## src/rtl/nibble_operand_serializer.sv

```systemverilog
// Buffers 8-bit operand pairs and issues them as low/high nibble beats locked to
// the 2x4b adder phase. Optional macro: SERIALIZER_FULL_BYPASS_EN (push while popping when full).
module nibble_operand_serializer #(
  parameter int DEPTH = 2
) (
  input  logic       clk,
  input  logic       reset,
  input  logic       in_val,
  output logic       in_rdy,
  input  logic [7:0] in_a,
  input  logic [7:0] in_b,
  output logic [3:0] out0,
  output logic [3:0] out1,
  output logic       out_val,
  output logic       out_hi,
  output logic       phase
);

  localparam int AW = (DEPTH > 1) ? $clog2(DEPTH) : 1;
  localparam logic [AW:0] FULL_COUNT = (AW+1)'(DEPTH);

  typedef enum logic {
    IDLE = 1'b0,
    HI   = 1'b1
  } state_t;

  state_t        state;
  state_t        state_next;
  logic          phase_q;
  logic [AW-1:0] wr_ptr;
  logic [AW-1:0] rd_ptr;
  logic [AW:0]   count;
  logic [7:0]    mem_a [DEPTH];
  logic [7:0]    mem_b [DEPTH];
  logic          push;
  logic          pop;
  logic          full;

  assign full  = (count == FULL_COUNT);
  assign pop   = (state == HI);
  assign push  = in_val && in_rdy;
  assign phase = phase_q;

  // in_rdy is held low for as long as reset is asserted, independent of the registers
`ifdef SERIALIZER_FULL_BYPASS_EN
  assign in_rdy = reset && (!full || (state == HI));
`else
  assign in_rdy = reset && !full;
`endif

  always_ff @(posedge clk or negedge reset) begin
    if (!reset) begin
      phase_q <= 1'b0;
      state   <= IDLE;
      wr_ptr  <= '0;
      rd_ptr  <= '0;
      count   <= '0;
    end else begin
      phase_q <= ~phase_q;
      state   <= state_next;
      if (push) wr_ptr <= wr_ptr + 1'b1;
      if (pop)  rd_ptr <= rd_ptr + 1'b1;
      case ({push, pop})
        2'b10:   count <= count + 1'b1;
        2'b01:   count <= count - 1'b1;
        default: count <= count;
      endcase
    end
  end

  // Storage needs no reset: entries are only read once count says they are valid
  always_ff @(posedge clk) begin
    if (push) begin
      mem_a[wr_ptr] <= in_a;
      mem_b[wr_ptr] <= in_b;
    end
  end

  always_comb begin
    state_next = state;
    out0       = 4'h0;
    out1       = 4'h0;
    out_val    = 1'b0;
    out_hi     = 1'b0;
    case (state)
      IDLE: begin
        if (!phase_q && (count != '0)) begin
          out0       = mem_a[rd_ptr][3:0];
          out1       = mem_b[rd_ptr][3:0];
          out_val    = 1'b1;
          state_next = HI;
        end
      end
      HI: begin
        out0       = mem_a[rd_ptr][7:4];
        out1       = mem_b[rd_ptr][7:4];
        out_val    = 1'b1;
        out_hi     = 1'b1;
        state_next = IDLE;
      end
      default: state_next = IDLE;
    endcase
  end

endmodule

```

## config.mk

```make
export PLATFORM = sky130hd
export DESIGN_NAME = nibble_operand_serializer
export DESIGN_NICKNAME = d
export VERILOG_FILES = /design/src/rtl/nibble_operand_serializer.sv
export SDC_FILE = /design/constraint.sdc
export NUM_CORES = 1
export LEC_CHECK = 0
export CAP_MARGIN = 20
export CORE_MARGIN = 2
export CORE_UTILIZATION = 45
export CTS_CLUSTER_DIAMETER = 40
export DETAILED_ROUTE_END_ITERATION = 6
export GPL_ROUTABILITY_DRIVEN = 0
export PLACE_DENSITY = 0.74
export SETUP_SLACK_MARGIN = 0.1
export SLEW_MARGIN = 30
export SYNTH_ARGS = -nofsm -noshare
export SYNTH_HDL_FRONTEND = slang
export SYNTH_SLANG_ARGS = --single-unit
```

## constraint.sdc

```tcl
create_clock -name clk -period 1.6 [get_ports clk]
set_input_delay 0.32 -clock clk [delete_from_list [all_inputs] [get_ports clk]]
set_output_delay 0.32 -clock clk [all_outputs]
set_load 0.02 [all_outputs]
```

==> Changelog: implementation <==
## Implementation

- Nets: roughly 160
- Routed vias: between 800 and 900
- CTS Sinks: 38
- XOR Share, Synth: 2.864%
- CTS tree: built
- Die height: between 60 and 70 um
- Synth Area per Inst: 16.80 um2
- Cell Area, Synth: 1529 um2
- Non-clk bufs: 44
- Global-route wire length before repair: 4.360 mm
- Post-synth ARST share: 15.79%
- Mi-comb count: 46
- Die outline width: 62.29 um
- Flop-to-flop setup slack: 0.18 ns
- Outcome: finished, violations left
- Comb power frac: 46.2%
- Critical Path RT: 1.28 ns
- Pwr/cell area: ~1500 nW/um2
- Critical path buffer and inverter count: 2
- Metal3 WL: 79 um
- Hold buffer count at CTS: 0
- Post-CTS sizing: approximately 73
- Met3 usage: roughly 2.9%
- Cell Chain, Critical Path: or3_4 > buf_12 > o21ai_4 > buf_6
- Total combinational power: roughly 1.5 mW
- Total GRT Usage: 14.92%
- Worst Hold Class: input pin to async pin
- Seq pwr: about 1.3 mW
- Busiest grt layer: met2
- Total Power: 3.289 mW
- Cells after Synth: 91
- Most frequent cell after synthesis: edfxtp_1
- Largest cells by area after synthesis: edfxtp_1 63%, dfrtp_1 9.8%, mux2_2 5.9%, mux2i_1 5.2%, o21ai_2 4.6%
- Regs by FF count: mem_a: 16 flops, mem_b: 16 flops, count: 2 flops
- Vias in the first global route: around 960
- Tcrit/Tclk final: 117.3%
- Crit path kind: flop to output port
- Core outline area: around 3300 um2
- Area leader, netlist: edfxtp_1
- Highest Signal Layer: met4
- Setup WS post-layout: -0.2773 ns
- Sequential cell fraction of total power: 40.6%
- Crit path capture: out0[0]
- DR WL/cell: 14.53 um
- Area share, top type: 62.85%
- Inverters: 3
- Tap cells: 46
- DR pass1 iterations: 4
- Distinct cells, synth: 20
- Max incr delay on CP: 0.41 ns
- MI comb area: 434.2 um2
- ANT cells: 0
- Yosys warns: 0
- CP delay by family, top: flip-flops
- Worst Tran Pin Value: 0.3024 ns
- Clock network power: 0.435 mW
- Max Clock Skew: approximately 0.014 ns
- Placed Area: about 2000 um2
- Post-route insts no fill: 185
- Count of buffers from port buffering: 30
- H-tree Lvls: 2
- Post-synth regs: 38
- Number of setup violations in the final report: 8
- Failing checks: setup timing
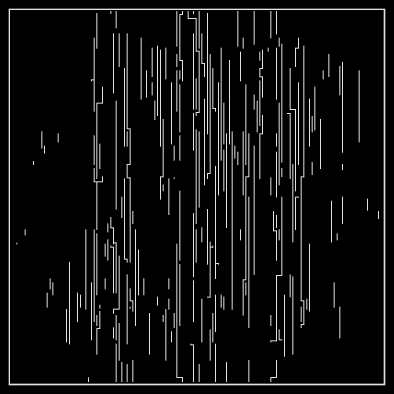
*Signal wires on met2*
Scale: 6 px per um.
wire length on this layer	1470 um
nets with wire on the layer	146
main direction	vertical
share of all routed wire	55%

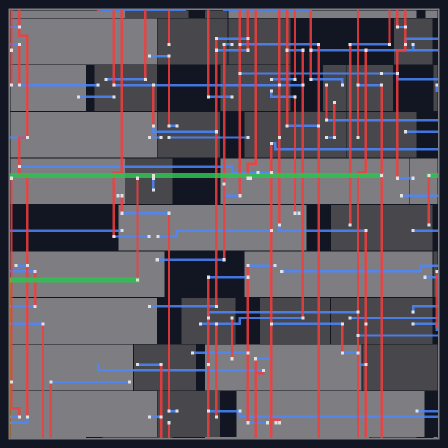
*Zoomed window*
Window x 19 to 44, y 19 to 44 um. Cells in grey, sequential cells in the stronger grey; small squares are vias.
layer	colour
met4	orange
met3	green
met1	blue
met2	red
most frequent	edfxtp_1 (10), mux2i_1 (4)
cells with their middle in the window	30
netlist names of flops here include	mem_b (8), mem_a (2)
sequential cells in the window	12

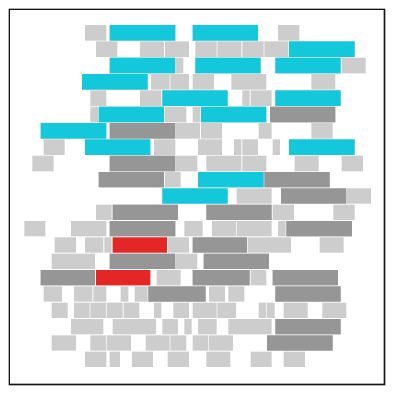
*Register map, names as in the netlist*
Scale: 6 px per um.
signal	colour	placed flops
count	red	2
mem_a	cyan	16
not coloured	20

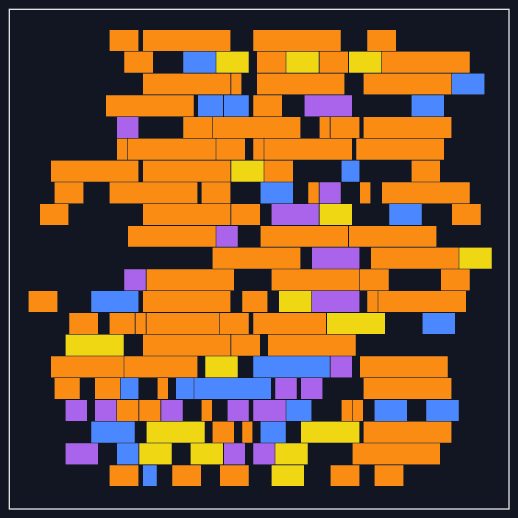
*Cell sizes after repair*
Scale: 8 px per um.
size	colour	cells
drive 6 and up	yellow	16
drive 1 or less	orange	83
drive 2	blue	21
drive 3 to 4	purple	19

Power figures rest on the tool's default switching activity, not on a simulated workload.
